Fig. 1: routed metal per tile
The die is cut into 13 by 19 equal tiles; black is low, pale yellow is high, scaled to the fullest tile. Values are wire area over tile area, all layers added.
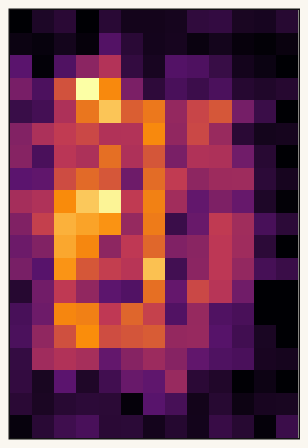
Fig. 2: I/O nets highlighted
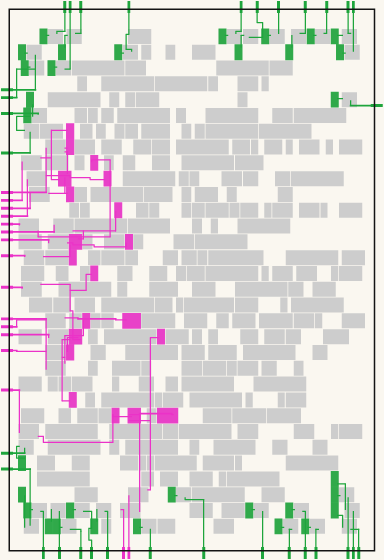
Fig. 3: placed standard cells
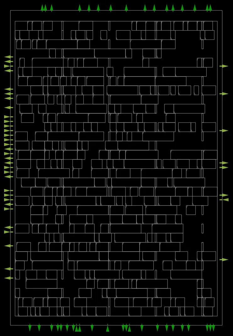
Fig. 4: where the registers sit
Other sequential cells in the stronger grey, the rest of the logic in the fainter grey.
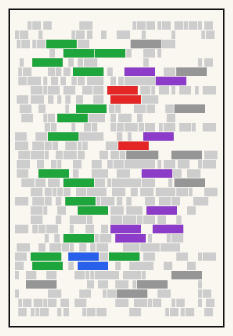
[config.mk]
export PLATFORM = sky130hd
export DESIGN_NAME = otp_keystream_gen
export DESIGN_NICKNAME = d
export VERILOG_FILES = /design/src/rtl/otp_keystream_gen.sv
export SDC_FILE = /design/constraint.sdc
export NUM_CORES = 1
export LEC_CHECK = 0
export CAP_MARGIN = 20
export CORE_ASPECT_RATIO = 1.5
export CORE_UTILIZATION = 41
export DETAILED_ROUTE_END_ITERATION = 16
export GPL_TIMING_DRIVEN = 0
export PLACE_DENSITY_LB_ADDON = 0.1
export SLEW_MARGIN = 20
export SYNTH_ARGS = -nofsm -noshare
export SYNTH_HDL_FRONTEND = slang
export SYNTH_SLANG_ARGS = --single-unit
[constraint.sdc]
create_clock -name clk -period 1.6 [get_ports clk]
set_input_delay 0.48 -clock clk [delete_from_list [all_inputs] [get_ports clk]]
set_output_delay 0.48 -clock clk [all_outputs]
set_load 0.05 [all_outputs]
[src/rtl/otp_keystream_gen.sv]
// otp_keystream_gen: Fibonacci LFSR keystream generator. Output bits are packed LSB-first
// into OUT_W-bit words and delivered on a valid/ready handshake.
// Latency: the first word becomes valid OUT_W edges after seed_load (enable=1, no stall).
// Backpressure: the final bit of a word is held back while an undelivered word blocks the slot.
// Optional delivered-word counter: define OTP_KS_COUNT_EN to build words_out.
module otp_keystream_gen #(
  parameter int              WIDTH = 16,
  parameter logic [WIDTH-1:0] TAPS = 16'h002D,
  parameter int              OUT_W = 8
) (
  input  logic             clk,
  input  logic             reset,
  input  logic             seed_load,
  input  logic [WIDTH-1:0] seed,
  input  logic             enable,
  output logic [OUT_W-1:0] ks_data,
  output logic             ks_valid,
  input  logic             ks_ready,
  output logic [WIDTH-1:0] lfsr_state,
  output logic             lock_err,
  output logic [31:0]      words_out
);

  localparam int CNT_W = (OUT_W > 1) ? $clog2(OUT_W) : 1;
  localparam logic [CNT_W-1:0] LAST_CNT = CNT_W'(OUT_W - 1);

  // Reject configurations the datapath cannot implement.
  if (TAPS[0] != 1'b1) begin : g_taps_chk
    $error("otp_keystream_gen: TAPS[0] must be 1");
  end
  if (WIDTH < 4) begin : g_width_chk
    $error("otp_keystream_gen: WIDTH must be at least 4");
  end
  if ((OUT_W < 1) || (OUT_W > 32)) begin : g_outw_chk
    $error("otp_keystream_gen: OUT_W must be in 1..32");
  end

  typedef enum logic [1:0] {
    ST_IDLE = 2'd0,
    ST_RUN  = 2'd1,
    ST_LOCK = 2'd2
  } state_t;

  state_t           state;
  logic [WIDTH-1:0] lfsr;
  logic [OUT_W-1:0] packer;
  logic [CNT_W-1:0] bit_cnt;

  logic             fb;
  logic             out_bit;
  logic             last_bit;
  logic             handshake;
  logic             stall;
  logic             step;
  logic [OUT_W-1:0] word_next;

  assign fb        = ^(lfsr & TAPS);
  assign out_bit   = lfsr[0];
  assign last_bit  = (bit_cnt == LAST_CNT);
  assign handshake = ks_valid && ks_ready;
  // The last bit of a word may only be taken when the output slot is free or draining now.
  assign stall     = last_bit && ks_valid && !ks_ready;
  assign step      = (state == ST_RUN) && enable && !stall;

  // Packer contents with the current output bit dropped into its LSB-first slot.
  always_comb begin
    word_next          = packer;
    word_next[bit_cnt] = out_bit;
  end

  // Control FSM plus LFSR, packer and output word; seed_load overrides everything but reset.
  always_ff @(posedge clk or posedge reset) begin
    if (reset) begin
      state    <= ST_IDLE;
      lfsr     <= '0;
      packer   <= '0;
      bit_cnt  <= '0;
      ks_data  <= '0;
      ks_valid <= 1'b0;
      lock_err <= 1'b0;
    end else if (seed_load) begin
      lfsr     <= seed;
      packer   <= '0;
      bit_cnt  <= '0;
      ks_valid <= 1'b0;
      if (seed == '0) begin
        state    <= ST_LOCK;
        lock_err <= 1'b1;
      end else begin
        state    <= ST_RUN;
        lock_err <= 1'b0;
      end
    end else begin
      case (state)
        ST_RUN: begin
          if (step) begin
            lfsr <= {fb, lfsr[WIDTH-1:1]};
            if (last_bit) begin
              ks_data <= word_next;
              packer  <= '0;
              bit_cnt <= '0;
            end else begin
              packer  <= word_next;
              bit_cnt <= bit_cnt + CNT_W'(1);
            end
          end
        end
        ST_IDLE, ST_LOCK: begin
          // Parked until the next seed_load; only the handshake below is active.
          state <= state;
        end
        default: begin
          state <= ST_IDLE;
        end
      endcase

      if (step && last_bit) begin
        ks_valid <= 1'b1;
      end else if (handshake) begin
        ks_valid <= 1'b0;
      end
    end
  end

  assign lfsr_state = lfsr;

`ifdef OTP_KS_COUNT_EN
  logic [31:0] word_cnt;

  // Count delivered words; a reseed starts a fresh count.
  always_ff @(posedge clk or posedge reset) begin
    if (reset) begin
      word_cnt <= '0;
    end else if (seed_load) begin
      word_cnt <= '0;
    end else if (handshake) begin
      word_cnt <= word_cnt + 32'd1;
    end
  end

  assign words_out = word_cnt;
`else
  assign words_out = '0;
`endif

endmodule

==> run_results.csv <==
group,metric,value,unit
critical_path,crit_arrival,1840,ps
routing,drc_errors,0,
clock_tree,cts_buffer_depth,2,
placement,post-place-ws,-493,ps
critical_path,crit_required,1780,ps
synthesis,ys_area,2260,um2
cells_and_area,num_antenna_cells,0,
global_routing,met2_usage,34.1,%
cells_and_area,final_common_cell,"buf_4",
sta,whs,419,ps
routing,post_drt_wl_per_cell,14.0,um
synthesis,ys_cells,237,
critical_path,rr_worst_depth,6,
synthesis,synth_top_cell_by_count,"dfrtp_1",
clock_tree,clk_pin_slew,80,ps
power,leakage,1.55,nW
sta,grt_setup_unrepaired,"yes",
power,power,2.61,mW
floorplanning,die_w,62.6,um
sta,finalClockPeriodUsage,104,%
global_routing,grt_pass1_vias,1868,
critical_path,startpoint_type,"register",
synthesis,synth_seq_share,43.2,%
clock_tree,cts_inserted_buffers,5,
global_routing,top_usage_layer,"met2",
synthesis,synth_area,2260,um2
routing,ant_nets,0,
global_routing,use_met1,24.6,%
sta,fin_crit,1660,ps
critical_path,r2r_slack,-60,ps
routing,first_pass_iters,4,
critical_path,crit_fanout,4,
floorplanning,chip_area,5820,um2
cells_and_area,mostFrequentLayoutCells,"buf_4 (39), dfrtp_1 (38), conb_1 (32), clkdlybuf4s15_2 (22), clkdlybuf4s50_1 (17)",
run,warning_count,29,
synthesis,yosys.area.top_type,"dfrtp_1",
sta,slew_viol_final,0,
sta,fmax,604,MHz
clock_tree,cts_tree,"built",
synthesis,area_leaders,"dfrtp_1 (43%), buf_4 (11%), mux2i_1 (6.2%)",
global_routing,antenna_found_initial,0,
clock_tree,hold_buffers,0,
power,power_density,786,nW/um2
cells_and_area,utilization,63.8,%
cells_and_area,fill_cells,452,
routing,drt_iter0_markers,73,
synthesis,ys_warn_count,0,
sta,hold_viol,0,
sta,worst_slack,-56.9,ps
cells_and_area,nets,356,
synthesis,avgSynthCellArea,9.54,um2
clock_tree,cts.sinks,39,
placement,hpwlAfterDp,3.87,mm
sta,finalSetupViolCount,5,
status,outcome,"finished with violations",
critical_path,r2r-end,"lfsr_state[14]$_DFFE_PP0P_",
clock_tree,clkLatencyLatePin,290,ps
synthesis,async_flop_share,100,%
synthesis,synth.distinct_cells,37,
critical_path,critPathCaptureType,"register",
synthesis,syn_inst,237,
synthesis,ys_ff,39,
routing,viasPerCell,4.94,
critical_path,critPathCapture,"lfsr_state[14]$_DFFE_PP0P_",
worst_hold_path,hold_class,"input port to async pin",
sta,fin_tns_setup,-135,ps
status,violations,"setup timing",
synthesis,synth.top_cells.by_count,"dfrtp_1 (39), buf_4 (34), o21ai_0 (19), nand3_1 (17), inv_1 (16)",
cells_and_area,drive_above_1_share,36.2,%
synthesis,yosysTopAreaCellShare,43.2,%
synthesis,edf_count,0,
global_routing,grt_first_pass_wirelength,9.16,mm
global_routing,grt_overflow_total,0,
placement,place_area,2950,um2
critical_path,r2r_start,"bit_cnt[0]$_DFFE_PP0P_",
critical_path,critical_path_class,"register to register",
floorplanning,dieHeight,93.0,um
placement,place_congestion,0.793,
placement,dp_cells,383,
cells_and_area,area_growth,46.9,%
clock_tree,cts-root-buf,"clkbuf_8",
critical_path,critPathLaunch,"bit_cnt[0]$_DFFE_PP0P_",
floorplanning,fp_util,43.4,%
cells_and_area,fin_area,3320,um2
sta,skew,5.45,ps
clock_tree,htreeDepth,2,
run,cap_viol_max_count,0,
global_routing,met3_usage,3.94,%
synthesis,ys.flop_type,"dfrtp_1",
global_routing,grt_max_degree,32,
power,ir_drop,484,uV
floorplanning,rows,32,
Back to the opening pictures, Fig. 1:
8.1% of the tiles are nearly empty. The emptiest ninth of the die: lower right. 21% of the tiles are over half the peak.
GRT Total Usage: 20.0%
Post-Route WL: 5.62 mm
Vias: 1987

Back to the opening pictures, Fig. 2:
Key: green = `words_out` [direction output, edge 14 bottom, 11 top, 6 left, 1 right, end cells 32, buffers 32, wire 251 um]; magenta = `seed` [direction input, edge 14 left, 2 bottom, end cells 20, buffers 16, wire 353 um]
IO Pins: 79
port buffer count: 46

Back to the opening pictures, Fig. 3:
n_taps: 68
core area: 5200 um2
Cell Count, Final, Fillers Out: 402
Seq Cell Count: 39

Back to the opening pictures, Fig. 4:
Key: red = `bit_cnt` [sequential cells 3]; purple = `packer` [sequential cells 8]; blue = `state` [sequential cells 2]; green = `lfsr_state` [sequential cells 16]

logic make-up (layout without fill, tap and decap cells):
logic type               Yosys count  in the layout  synth area share (%)
multiplexers                      16             16                  7.19
other                              1             32                 0.166
AND-OR/OR-AND                     50             50                  14.2
AND/OR/NAND/NOR                   60             60                  15.6
flip-flops                        39             39                  43.2
XOR/XNOR                           3              3                  1.16
buffers and inverters             66            132                  17.5
adder cells (fa/ha/maj)            2              2                  1.11
what timing repair did:
action	CTS	global route
setup endpoints to repair	58	36
resized	97	45
pin swaps	2	13
endpoints found under the hold margin	0	0
setup buffers	6	4
gates cloned	0	1
report_power, final:
part           internal, mW  leakage, nW  total, mW  switching, mW
logic                 0.260         1.04      0.779          0.519
registers              1.04        0.460       1.09         0.0521
clock network         0.394       0.0515      0.742          0.348
total                  1.69         1.55       2.61          0.919
state kept, by name, indices dropped and copies added, names as in the netlist:
name,count
bit_cnt,3
ks_data,8
ks_valid,1
packer,8
lock_err,1
lfsr_state,16
state,2
final cells by class:
| cell class | count | area (um2) | area share, % |
|---|---|---|---|
| Clock buffer | 8 | 100 | 3.01 |
| Inverter | 16 | 60.1 | 1.81 |
| Timing Repair Buffer | 58 | 602 | 18.1 |
| Buffer | 50 | 368 | 11.1 |
| Sequential cell | 39 | 977 | 29.4 |
| Tap cell | 68 | 85.1 | 2.56 |
| Multi-Input combinational cell | 163 | 1130 | 34.0 |
worst max-delay path, cell delays in order (launching register included):
cell     delay [ps]
dfrtp_1         410
ha_4            190
ha_4            160
and3b_2         210
buf_6           130
o211a_1         190
a221o_1         250
per-layer routing:
metal	part of all wire, %	vias up
li1	-	963
met5	0	-
met1	40	937
met2	53	81
met4	1.2	0
met3	6.4	6
Power is estimated from default activity; no workload was simulated.
